**Run 1: placement by cell class**

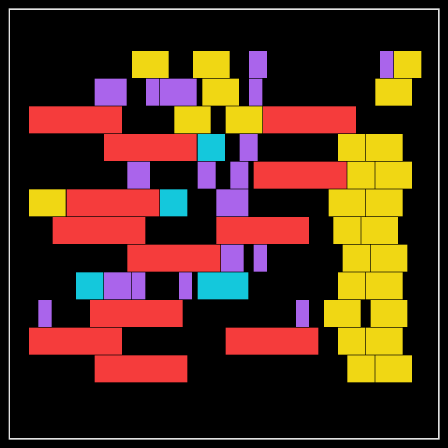
**Run 1: floorplan with the power grid**

The bar under the picture is 10 um long. Pins as bars on the die edge.
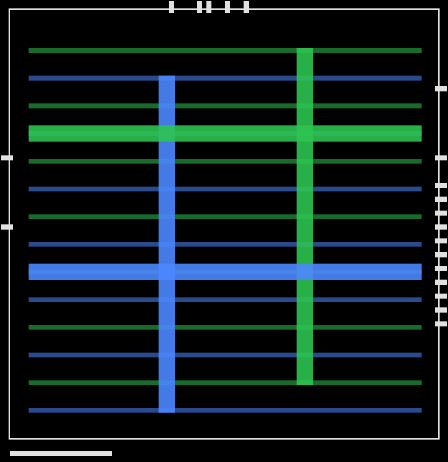
**Run 1: local utilization**

The bar under the picture is 10 um long. 8 x 8 tiles, from black (low) to pale yellow (high), 0 to 100% covered.
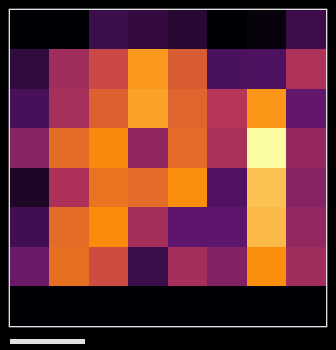
**Run 1: wires at chosen ports, followed through buffers**

The bar under the picture is 10 um long.
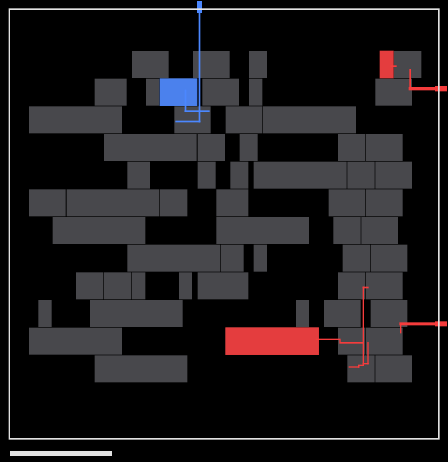
[src/rtl/int_sequencer_if.sv]
`default_nettype none
// ============================================================================
// Module   : int_sequencer_if
// Purpose  : Control-unit <-> interrupt sequencer signal bundle.
// Revision : 1.0 - initial release
// ============================================================================
interface int_sequencer_if;
    logic       intr_in;
    logic       sei;
    logic       cli;
    logic       retie;
    logic       exec_done;
    logic       int_en;
    logic       int_pending;
    logic       cu_hold;
    logic       scr_we;
    logic       scr_data_sel;
    logic [1:0] scr_addr_sel;
    logic       sp_decr;
    logic       pc_ld;
    logic [1:0] pc_mux_sel;
    logic       flg_shad_ld;
    logic       flg_clr;

    modport slave (
        input  intr_in, sei, cli, retie, exec_done,
        output int_en, int_pending, cu_hold, scr_we, scr_data_sel, scr_addr_sel,
               sp_decr, pc_ld, pc_mux_sel, flg_shad_ld, flg_clr
    );

    modport master (
        output intr_in, sei, cli, retie, exec_done,
        input  int_en, int_pending, cu_hold, scr_we, scr_data_sel, scr_addr_sel,
               sp_decr, pc_ld, pc_mux_sel, flg_shad_ld, flg_clr
    );
endinterface
`default_nettype wire

[src/rtl/int_sequencer.sv]
`default_nettype none
// ============================================================================
// Module   : int_sequencer
// Purpose  : Interrupt request latch, enable mask and two-cycle entry sequence.
// Revision : 1.0 - initial release
// ============================================================================
module int_sequencer (
    input  wire logic      clk,
    input  wire logic      reset,
    int_sequencer_if.slave bus
);

    typedef enum logic [1:0] {
        ST_IDLE   = 2'd0,
        ST_SAVE   = 2'd1,
        ST_VECTOR = 2'd2
    } state_t;

    state_t     r_state;
    logic       r_sync1;
    logic       r_sync2;
    logic       r_sync3;
    logic       r_warm;
    logic       r_armed;
    logic       r_int_en;
    logic       r_int_pending;
    logic       r_cu_hold;
    logic       r_scr_we;
    logic       r_scr_data_sel;
    logic [1:0] r_scr_addr_sel;
    logic       r_sp_decr;
    logic       r_pc_ld;
    logic [1:0] r_pc_mux_sel;
    logic       r_flg_shad_ld;
    logic       r_flg_clr;

    logic       w_edge;
    logic       w_start;

    // r_armed only goes high once the real pin has been seen low after reset,
    // so a level already high at reset release never looks like a new edge.
    always_ff @(posedge clk or posedge reset) begin
        if (reset) begin
            r_sync1 <= 1'b0;
            r_sync2 <= 1'b0;
            r_sync3 <= 1'b0;
            r_warm  <= 1'b0;
            r_armed <= 1'b0;
        end else begin
            r_sync1 <= bus.intr_in;
            r_sync2 <= r_sync1;
            r_sync3 <= r_sync2;
            r_warm  <= 1'b1;
            r_armed <= r_armed | (r_warm & ~r_sync1);
        end
    end

    assign w_edge  = r_sync2 & ~r_sync3 & r_armed;
    assign w_start = (r_state == ST_IDLE) & bus.exec_done & r_int_pending & r_int_en;

    // Outputs are loaded together with the state they belong to, so each one
    // is a pure function of the current state.
    always_ff @(posedge clk or posedge reset) begin
        if (reset) begin
            r_state        <= ST_IDLE;
            r_int_en       <= 1'b0;
            r_int_pending  <= 1'b0;
            r_cu_hold      <= 1'b0;
            r_scr_we       <= 1'b0;
            r_scr_data_sel <= 1'b0;
            r_scr_addr_sel <= 2'd0;
            r_sp_decr      <= 1'b0;
            r_pc_ld        <= 1'b0;
            r_pc_mux_sel   <= 2'd0;
            r_flg_shad_ld  <= 1'b0;
            r_flg_clr      <= 1'b0;
        end else begin
            // A new edge wins over the clear that happens on leaving SAVE.
            r_int_pending  <= w_edge | (r_int_pending & (r_state != ST_SAVE));

            r_cu_hold      <= 1'b0;
            r_scr_we       <= 1'b0;
            r_scr_data_sel <= 1'b0;
            r_scr_addr_sel <= 2'd0;
            r_sp_decr      <= 1'b0;
            r_pc_ld        <= 1'b0;
            r_pc_mux_sel   <= 2'd0;
            r_flg_shad_ld  <= 1'b0;
            r_flg_clr      <= 1'b0;

            case (r_state)
                ST_IDLE: begin
                    if (bus.cli) begin
                        r_int_en <= 1'b0;
                    end else if (bus.sei || bus.retie) begin
                        r_int_en <= 1'b1;
                    end
                    if (w_start) begin
                        r_state        <= ST_SAVE;
                        r_cu_hold      <= 1'b1;
                        r_scr_we       <= 1'b1;
                        r_scr_data_sel <= 1'b1;
                        r_scr_addr_sel <= 2'd3;
                        r_sp_decr      <= 1'b1;
                        r_flg_shad_ld  <= 1'b1;
                    end
                end
                ST_SAVE: begin
                    r_state      <= ST_VECTOR;
                    r_cu_hold    <= 1'b1;
                    r_pc_ld      <= 1'b1;
                    r_pc_mux_sel <= 2'd2;
                    r_flg_clr    <= 1'b1;
                end
                ST_VECTOR: begin
                    r_state  <= ST_IDLE;
                    r_int_en <= 1'b0;
                end
                default: begin
                    r_state <= ST_IDLE;
                end
            endcase
        end
    end

    assign bus.int_en       = r_int_en;
    assign bus.int_pending  = r_int_pending;
    assign bus.cu_hold      = r_cu_hold;
    assign bus.scr_we       = r_scr_we;
    assign bus.scr_data_sel = r_scr_data_sel;
    assign bus.scr_addr_sel = r_scr_addr_sel;
    assign bus.sp_decr      = r_sp_decr;
    assign bus.pc_ld        = r_pc_ld;
    assign bus.pc_mux_sel   = r_pc_mux_sel;
    assign bus.flg_shad_ld  = r_flg_shad_ld;
    assign bus.flg_clr      = r_flg_clr;

endmodule
`default_nettype wire

[src/flat_wrapper.sv]
// flat-port wrapper written by rule: the top's interface ports become plain ports
module int_sequencer_flat 
  (clk, reset, bus_intr_in, bus_sei, bus_cli, bus_retie, bus_exec_done, bus_int_en, bus_int_pending, bus_cu_hold, bus_scr_we, bus_scr_data_sel, bus_scr_addr_sel, bus_sp_decr, bus_pc_ld, bus_pc_mux_sel, bus_flg_shad_ld, bus_flg_clr);
  int_sequencer_if bus_i ();
  input  wire logic clk;
  input  wire logic reset;
  input wire logic [$bits(bus_i.intr_in)-1:0] bus_intr_in;
  input wire logic [$bits(bus_i.sei)-1:0] bus_sei;
  input wire logic [$bits(bus_i.cli)-1:0] bus_cli;
  input wire logic [$bits(bus_i.retie)-1:0] bus_retie;
  input wire logic [$bits(bus_i.exec_done)-1:0] bus_exec_done;
  output wire logic [$bits(bus_i.int_en)-1:0] bus_int_en;
  output wire logic [$bits(bus_i.int_pending)-1:0] bus_int_pending;
  output wire logic [$bits(bus_i.cu_hold)-1:0] bus_cu_hold;
  output wire logic [$bits(bus_i.scr_we)-1:0] bus_scr_we;
  output wire logic [$bits(bus_i.scr_data_sel)-1:0] bus_scr_data_sel;
  output wire logic [$bits(bus_i.scr_addr_sel)-1:0] bus_scr_addr_sel;
  output wire logic [$bits(bus_i.sp_decr)-1:0] bus_sp_decr;
  output wire logic [$bits(bus_i.pc_ld)-1:0] bus_pc_ld;
  output wire logic [$bits(bus_i.pc_mux_sel)-1:0] bus_pc_mux_sel;
  output wire logic [$bits(bus_i.flg_shad_ld)-1:0] bus_flg_shad_ld;
  output wire logic [$bits(bus_i.flg_clr)-1:0] bus_flg_clr;
  assign bus_i.intr_in = bus_intr_in;
  assign bus_i.sei = bus_sei;
  assign bus_i.cli = bus_cli;
  assign bus_i.retie = bus_retie;
  assign bus_i.exec_done = bus_exec_done;
  assign bus_int_en = bus_i.int_en;
  assign bus_int_pending = bus_i.int_pending;
  assign bus_cu_hold = bus_i.cu_hold;
  assign bus_scr_we = bus_i.scr_we;
  assign bus_scr_data_sel = bus_i.scr_data_sel;
  assign bus_scr_addr_sel = bus_i.scr_addr_sel;
  assign bus_sp_decr = bus_i.sp_decr;
  assign bus_pc_ld = bus_i.pc_ld;
  assign bus_pc_mux_sel = bus_i.pc_mux_sel;
  assign bus_flg_shad_ld = bus_i.flg_shad_ld;
  assign bus_flg_clr = bus_i.flg_clr;
  int_sequencer u_core (.clk(clk), .reset(reset), .bus(bus_i));
endmodule
[config.mk]
export PLATFORM = sky130hd
export DESIGN_NAME = int_sequencer_flat
export DESIGN_NICKNAME = d
export VERILOG_FILES = /design/src/rtl/int_sequencer_if.sv /design/src/rtl/int_sequencer.sv /design/src/flat_wrapper.sv
export SDC_FILE = /design/constraint.sdc
export NUM_CORES = 1
export LEC_CHECK = 0
export CORE_MARGIN = 1.5
export CORE_UTILIZATION = 30
export CTS_CLUSTER_DIAMETER = 40
export DETAILED_ROUTE_END_ITERATION = 8
export GPL_TIMING_DRIVEN = 0
export SETUP_SLACK_MARGIN = 0.02
export SLEW_MARGIN = 0
export SYNTH_ARGS = -nofsm -noshare
export SYNTH_HDL_FRONTEND = slang
export SYNTH_SLANG_ARGS = --single-unit
[constraint.sdc]
create_clock -name clk -period 2.9 [get_ports clk]
set_clock_uncertainty 0.15 [all_clocks]
set_input_delay 0.29 -clock clk [delete_from_list [all_inputs] [get_ports clk]]
set_output_delay 0.29 -clock clk [all_outputs]
set_load 0.1 [all_outputs]
==> summary.rpt, run 1 <==
PHYSICAL IMPLEMENTATION REPORT
----------------------------------------------------
[Setup path]
  Reg2reg path depth ........................ 2
  Slowest library cell on the worst path ........................ sky130_fd_sc_hd__clkdlybuf4s50_1
  Critical path destination ........................ bus_scr_addr_sel[1]
  Critical path buffer and inverter count ........................ 2
  Worst setup path start ........................ u_core.bus.scr_addr_sel[0]
  Critical register-to-register path endpoint ........................ u_core.bus.int_en
  Critical Path Start Type ........................ register

[Status]
  Result of the run ........................ finished clean

[Cells and area]
  Total number of nets in the final design ........................ 68
  Most flops, register ........................ u_core.r_state
  FF/Latch Area ........................ 300.3 sq um
  Sequential fraction of total cell area ........................ between 40% and 50%
  Diode count ........................ 0
  Synthesis-to-finish area growth ........................ 51.37%
  Total of plain and repair buffers excluding clock buffers ........................ 26

[Clock tree]
  Post-CTS setup buffer count ........................ 0
  Reg clk slew, reported paths ........................ 0.08 ns
  Cts hold-fix bufs ........................ 0
  Clk sink count ........................ 12

[Global routing]
  Via count of the first global-routing pass ........................ 291
  Global-route wire length before repair ........................ between 1 and 1.5 mm
  Routing layer with the top usage in global route ........................ met2

[STA]
  Slew @ Worst Pin ........................ 0.9666 ns
  Hold Fails Final Rpt ........................ 0
  Max-slew violation count ........................ 0
  Setup repair after global routing missed its margin ........................ no
  Accumulated negative setup slack ........................ 0 ns

[Synthesis]
  Compound-Gate Fraction of Synth Area ........................ 8.197%
  Post-Synthesis Cells ........................ 38
  FA/HA/MAJ Cells, Area Fraction ........................ 0%
  Main area contributors ........................ sky130_fd_sc_hd__dfrtp_1 (66%), sky130_fd_sc_hd__buf_4 (13%), sky130_fd_sc_hd__inv_1 (3.3%), sky130_fd_sc_hd__nor3_1 (2.2%), sky130_fd_sc_hd__o21ba_1 (2.2%)
  Top non-seq family ........................ buffers and inverters
  Simple-gate share of the synthesized area ........................ 8.197%

[Floorplan]
  Full die area ........................ around 0.0018 sq mm
  Well-tap cell count ........................ 15
  Fraction of the core area occupied by cells at floorplan ........................ 33.52%

[Hold path]
  Hold Path Class ........................ input port to async pin

[Routing]
  DR WL met3 ........................ 67 um

[Flow run]
  Count of warning messages emitted by the tools ........................ 26

[Placed design]
  Number of instances in the placed design ........................ around 71

----------------------------------------------------
-- 'placement by cell class' (at the start) --
Yellow marks other buffers and delay cells, cells 26, share of their area 36%. Red marks flip-flops, cells 12, share of their area 45%. Purple marks all other logic, cells 18, share of their area 14%. Cyan marks clock drivers and dummy loads, cells 4, share of their area 5.4%.
total number of placement rows: 13
post-route design area: 693.2 sq um

-- 'floorplan with the power grid' (at the start) --
Blue marks VSS. Green marks VDD.
2 straps on met5. 14 met1 rails follow the rows.

-- 'local utilization' (at the start) --
17% of the tiles are nearly empty. 13% of the tiles are over 75% full. The mean over all tiles is 38%. The fullest tile reaches 100%.

-- 'wires at chosen ports, followed through buffers' (at the start) --
Blue marks bus_sei, bits 1, direction input, edge top, end cells 1, buffers 1, wire 17.4 um. Red marks bus_pc_mux_sel, bits 2, direction output, edge right, end cells 2, buffers 3, wire 26.3 um.
ports placed on the boundary: 20
count of buffers inserted at the top-level ports: 18

==> run 1 -> run 2 <==
==> constraint.sdc (replaced) <==
create_clock -name clk -period 2.46 [get_ports clk]
set_clock_uncertainty 0.15 [all_clocks]
set_input_delay 0.246 -clock clk [delete_from_list [all_inputs] [get_ports clk]]
set_output_delay 0.246 -clock clk [all_outputs]
set_load 0.1 [all_outputs]
**Run 2: placement by cell class**

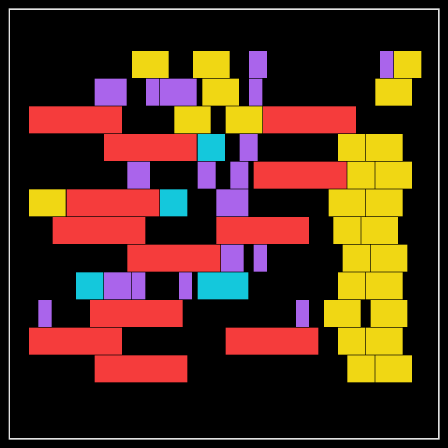
Purple marks all other logic, cells 18, share of their area 14%. Cyan marks clock drivers and dummy loads, cells 4, share of their area 5.4%. Red marks flip-flops, cells 12, share of their area 45%. Yellow marks other buffers and delay cells, cells 26, share of their area 36%.
area of the placeable core: 0.001366 sq mm
Core Util, Final: 50.73%
sequential fraction of total cell area: 43.32%

**Run 2: floorplan with the power grid**

The bar under the picture is 10 um long. Pins as bars on the die edge.
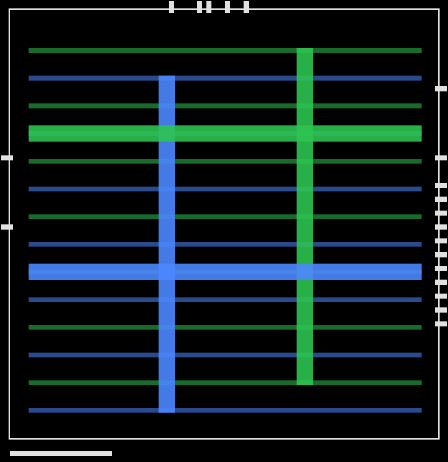
Green marks VDD. Blue marks VSS.
The core has 13 rows. 2 straps on met4. 14 met1 rails follow the rows. 2 straps on met5. 20 signal pins sit on the boundary.
Vert. Die Dim: 42.07 um

==> run 2 against run 1 <==
Net effect: first-iteration DRC count unchanged; non-clock buffer count unchanged; sequential cell count unchanged; wire length unchanged; register-to-register slack got worse by 0.44 ns; synthesized area unchanged; setup slack got worse by 0.40 ns; hold slack got worse by 0.044 ns; critical path type unchanged.
==> summary.rpt, run 2 <==
PHYSICAL IMPLEMENTATION REPORT
----------------------------------------------------
[Setup path]
  Reg2reg path depth ........................ 2
  Critical path buffer and inverter count ........................ 2
  Critical register-to-register path endpoint ........................ u_core.bus.int_en
  Critical Path Start Type ........................ register

[STA]
  Slew @ Worst Pin ........................ 0.9666 ns
  Hold Fails Final Rpt ........................ 0
  Setup repair after global routing missed its margin ........................ no
  Max-slew violation count ........................ 0
  Accumulated negative setup slack ........................ 0 ns

[Placed design]
  Number of instances in the placed design ........................ 71

[Global routing]
  Via count of the first global-routing pass ........................ about 290
  Routing layer with the top usage in global route ........................ met2

[Cells and area]
  Synthesis-to-finish area growth ........................ 51.37%
  Most flops, register ........................ u_core.r_state
  FF/Latch Area ........................ about 300 sq um
  Total of plain and repair buffers excluding clock buffers ........................ 26
  Post-route design area ........................ approximately 690 sq um

[Floorplan]
  Well-tap cell count ........................ 15
  Ports placed on the boundary ........................ 20
  Fraction of the core area occupied by cells at floorplan ........................ approximately 34%

[Clock tree]
  Cts hold-fix bufs ........................ 0
  Post-CTS setup buffer count ........................ 0

[Hold path]
  Hold Path Class ........................ input port to async pin

[Flow run]
  Count of warning messages emitted by the tools ........................ 26

[Synthesis]
  Compound-Gate Fraction of Synth Area ........................ 8.197%

[Status]
  Result of the run ........................ finished clean

----------------------------------------------------
